==> src/rtl/cpu_seq_ctrl.sv <==
// cpu_seq_ctrl: eight-step instruction sequencer issuing fetch/execute strobes for a small accumulator CPU
module cpu_seq_ctrl #(
  parameter int OP_W = 3
) (
  input  logic            clk,
  input  logic            rst_n,
  input  logic            ena,
  input  logic [OP_W-1:0] opcode,
  input  logic            zero,
  output logic            load_ir,
  output logic            rd,
  output logic            wr,
  output logic            inc_pc,
  output logic            load_pc,
  output logic            load_acc,
  output logic            datactl_ena,
  output logic            halt,
  output logic            instr_done,
  output logic [2:0]      state
);
  typedef enum logic [2:0] {S0, S1, S2, S3, S4, S5, S6, S7} step_t;
  localparam logic [OP_W-1:0] HLT = OP_W'(0);
  localparam logic [OP_W-1:0] SKZ = OP_W'(1);
  localparam logic [OP_W-1:0] ADD = OP_W'(2);
  localparam logic [OP_W-1:0] AND = OP_W'(3);
  localparam logic [OP_W-1:0] XOR = OP_W'(4);
  localparam logic [OP_W-1:0] LDA = OP_W'(5);
  localparam logic [OP_W-1:0] STO = OP_W'(6);
  localparam logic [OP_W-1:0] JMP = OP_W'(7);
  step_t st, st_nx;
  logic  halt_nx, run, alu, sto, jmp, skz_z, ex;
  always_ff @(posedge clk) begin
    if (!rst_n) begin
      st   <= S0;
      halt <= 1'b0;
    end else begin
      st   <= st_nx;
      halt <= halt_nx;
    end
  end
  // Strobes are masked by ena/halt/rst_n so an abort or reset silences them in the same cycle.
  always_comb begin
    run         = rst_n && ena && !halt;
    alu         = opcode == ADD || opcode == AND || opcode == XOR || opcode == LDA;
    sto         = opcode == STO;
    jmp         = opcode == JMP;
    skz_z       = opcode == SKZ && zero;
    ex          = st == S4 || st == S5;
    halt_nx     = halt || (ena && st == S2 && opcode == HLT);
    st_nx       = halt ? st : !ena ? S0 : (st == S2 && opcode == HLT) ? S2 : step_t'(st + 3'd1);
    load_ir     = run && (st == S0 || st == S1);
    rd          = run && (st == S0 || st == S1 || (alu && (st == S3 || st == S4)));
    wr          = run && sto && st == S4;
    inc_pc      = run && (st == S0 || st == S1 || (skz_z && ex));
    load_pc     = run && jmp && ex;
    load_acc    = run && alu && st == S4;
    datactl_ena = run && sto && (st == S3 || ex);
    instr_done  = run && st == S7;
    state       = (ena || halt) ? st : S0;
  end
endmodule

==> config.mk <==
export PLATFORM = sky130hd
export DESIGN_NAME = cpu_seq_ctrl
export DESIGN_NICKNAME = d
export VERILOG_FILES = /design/src/rtl/cpu_seq_ctrl.sv
export SDC_FILE = /design/constraint.sdc
export NUM_CORES = 1
export LEC_CHECK = 0
export CORE_AREA = 2 2 39 41
export DETAILED_ROUTE_END_ITERATION = 6
export DIE_AREA = 0 0 41 43
export MAX_ROUTING_LAYER = met4
export PLACE_DENSITY = 0.67
export SETUP_SLACK_MARGIN = 0.3
export SLEW_MARGIN = 10
export SYNTH_ARGS = -nofsm -noshare
export SYNTH_HDL_FRONTEND = slang
export SYNTH_SLANG_ARGS = --single-unit
==> constraint.sdc <==
create_clock -name clk -period 1.5 [get_ports clk]
set_clock_uncertainty 0.05 [all_clocks]
set_input_delay 0.225 -clock clk [delete_from_list [all_inputs] [get_ports clk]]
set_output_delay 0.225 -clock clk [all_outputs]
set_load 0.01 [all_outputs]
Metal layers overlaid:
Scale: 12 px per um. Two of the layers only.
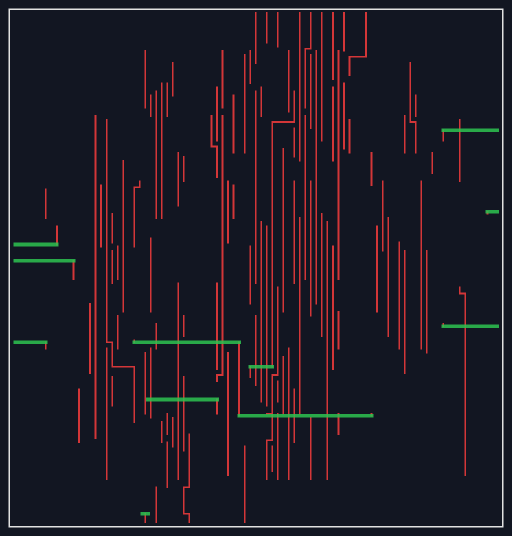
green -> met3  # wire length 48.2 um
red -> met2  # wire length 788 um

Placement density heat map:
Scale: 6 px per um. The die is cut into 8 by 9 equal tiles; white is low, dark blue is high, 0 to 100% covered.
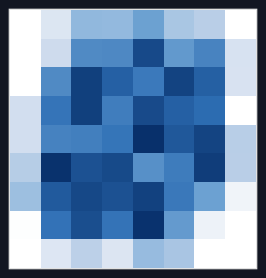
mean over tiles = 52%
nearly empty tiles = 14%
tiles over 75% full = 31%
densest ninth of the die = middle
emptiest ninth of the die = bottom right

Floorplan with the power grid:
Scale: 12 px per um. Pins as bars on the die edge.
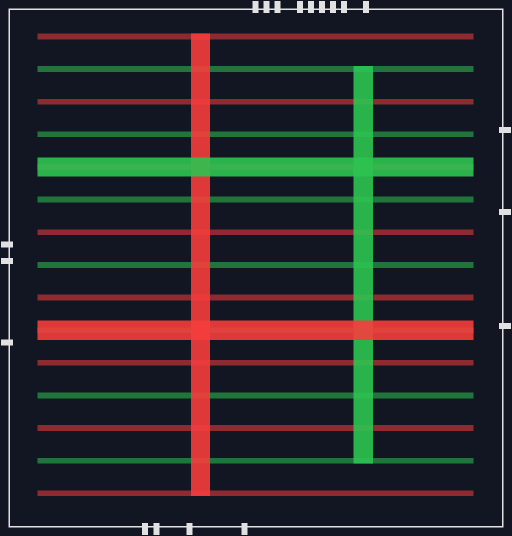
green -> VDD
red -> VSS
met4 straps = 2
met5 straps = 2
rows = 14

Track usage over the die:
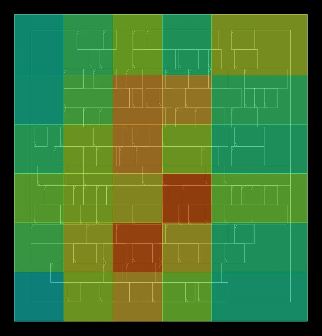
average wire per standard cell: 13.1 um
met3 Usage GRT: 0.0628

==> run summary <==
flow finished, numbers: Slew Limit Headroom=0.796, stages on the worst setup path=5, Yosys Chip Area=414 um2, Reg2Reg Launch Point=st[0], Pleak=0.000401 uW, TAP cells=16, row count=14, post-synthesis net count=65, Final Non-Filler Cells=106, Setup TNS=-0.929 ns, WL final=1390 um, share of cells above drive strength 1=0.756, Clock buf/inv share=0.0240, CP Launch Type=flop, cell depth of the worst min-delay path=2, Syn Area/Cell=7.96 um2, Crit path largest cell delay=0.37 ns, unrepaired setup endpoints after global routing=true, total DRC errors in the routed layout=0, post-synthesis sequential area ratio=0.193, GRT Resource Usage Total=0.188, Max Slew Vio Count=0, cell taking the most area after synthesis=dfxtp_1, post_cts resized=74, multi-input logic cell count=42, ys flop type=dfxtp_1, mux share=0, Final nets=105, Final Util=0.678, R2R Setup Slk=0.18 ns, outcome=complete, but fails checks, critical hold path startpoint=st[2], area grow syn2layout=127%, Worst Max-Slew Pin Slew=0.304 ns, CORE AREA=1380 um2, Top power group=combinational cells, NetSw=127 uW, XOR/XNOR Area Share=0.0211, Mapped Area=414 um2, Die W=41 um, CTS Sinks=4, cycle use final=1.14, most numerous logic cell after layout=buf_4, CTS tree=built, NonClk Buf Share=0.307, Main logic family=simple AND/OR/NAND/NOR gates, Largest cell class=combinational gates, Cell Int Power=270 uW, Post-CTS Hold Buffers=0, Cell Pwr Density=422 nW/um2, GR Util met1=0.206, aoi share=0.218, DR vias/cell=4.76, num ports=19, Yosys Warn Count=0, Vias=505, crit path to=rd, Synth top area share=0.193, Routed Antenna Nets=0, DR top layer=met4, Final Hold Viols=0, met2 wire length=788 um, Simple-Gate Area Share=0.323, Placed Instances=97, top cells by count=8 x nor2_1, 7 x nand2_1, 6 x ha_1, 5 x inv_1, 4 x dfxtp_1, inverters=5, fp_density=0.299, Worst Hold Path EP=st[2], peak supply drop=452 uV, flop count=4, crit path kind=flop to primary output, setup bufs post-CTS=6, fraction of area in registers=0.0987, reg-to-reg critical path endpoint=halt, Post-Syn Instances=52, nonclk buf count=36, Clock Path Buffers=2, Combinational Power=144 uW, Worst path most repeated cell=buf_6, Crit path max-delay family=flip-flops, MI comb area=489 um2, CP max stage cell=dfxtp_4, max-cap viol count=0, combinational share of cell area=0.521, Largest regs=st (3), halt (1), FMAX=586 MHz, total grt overflow=0, Pre-Repair DR Iteration Count=3, post-route setup slack=-0.206 ns, Most Crowded Layer GR=met2, Seq cells post-synth=4, clock network fraction of total power=0.352, FF-to-FF path depth=5, max reg flops=3, post-route cell area=938 um2, total die size=1760 um2, largest register by flop count=st, Power Total=396 uW, most frequent cells in the layout=13 x buf_4, 8 x buf_2, 8 x buf_6, vias in the first global route=503, pin count of the biggest net entering global routing=6, fa+ha+maj area frac=0.181, pre-CTS setup slack=-0.648 ns, Clock Power=139 uW, Final setup viols=8, DP HPWL=988 um, # diodes=0, crit-path max FO=4, Met3 Wirelength=48 um, CTS Buf Count=3, violated checks=negative setup slack, DP Area=803 um2, Synth top cell by count=nor2_1, global-route wire length before repair=2170 um, cells in synth_stat.txt=52, area occupied by registers=92.6 um2, H-tree levels=1, Crit path required time=1.22 ns, EDFF count, synth=0, GPL Wtd Cong=0.697, Skew-Pair Late Insertion Delay=0.24 ns
Power and IR drop assume default switching activity.
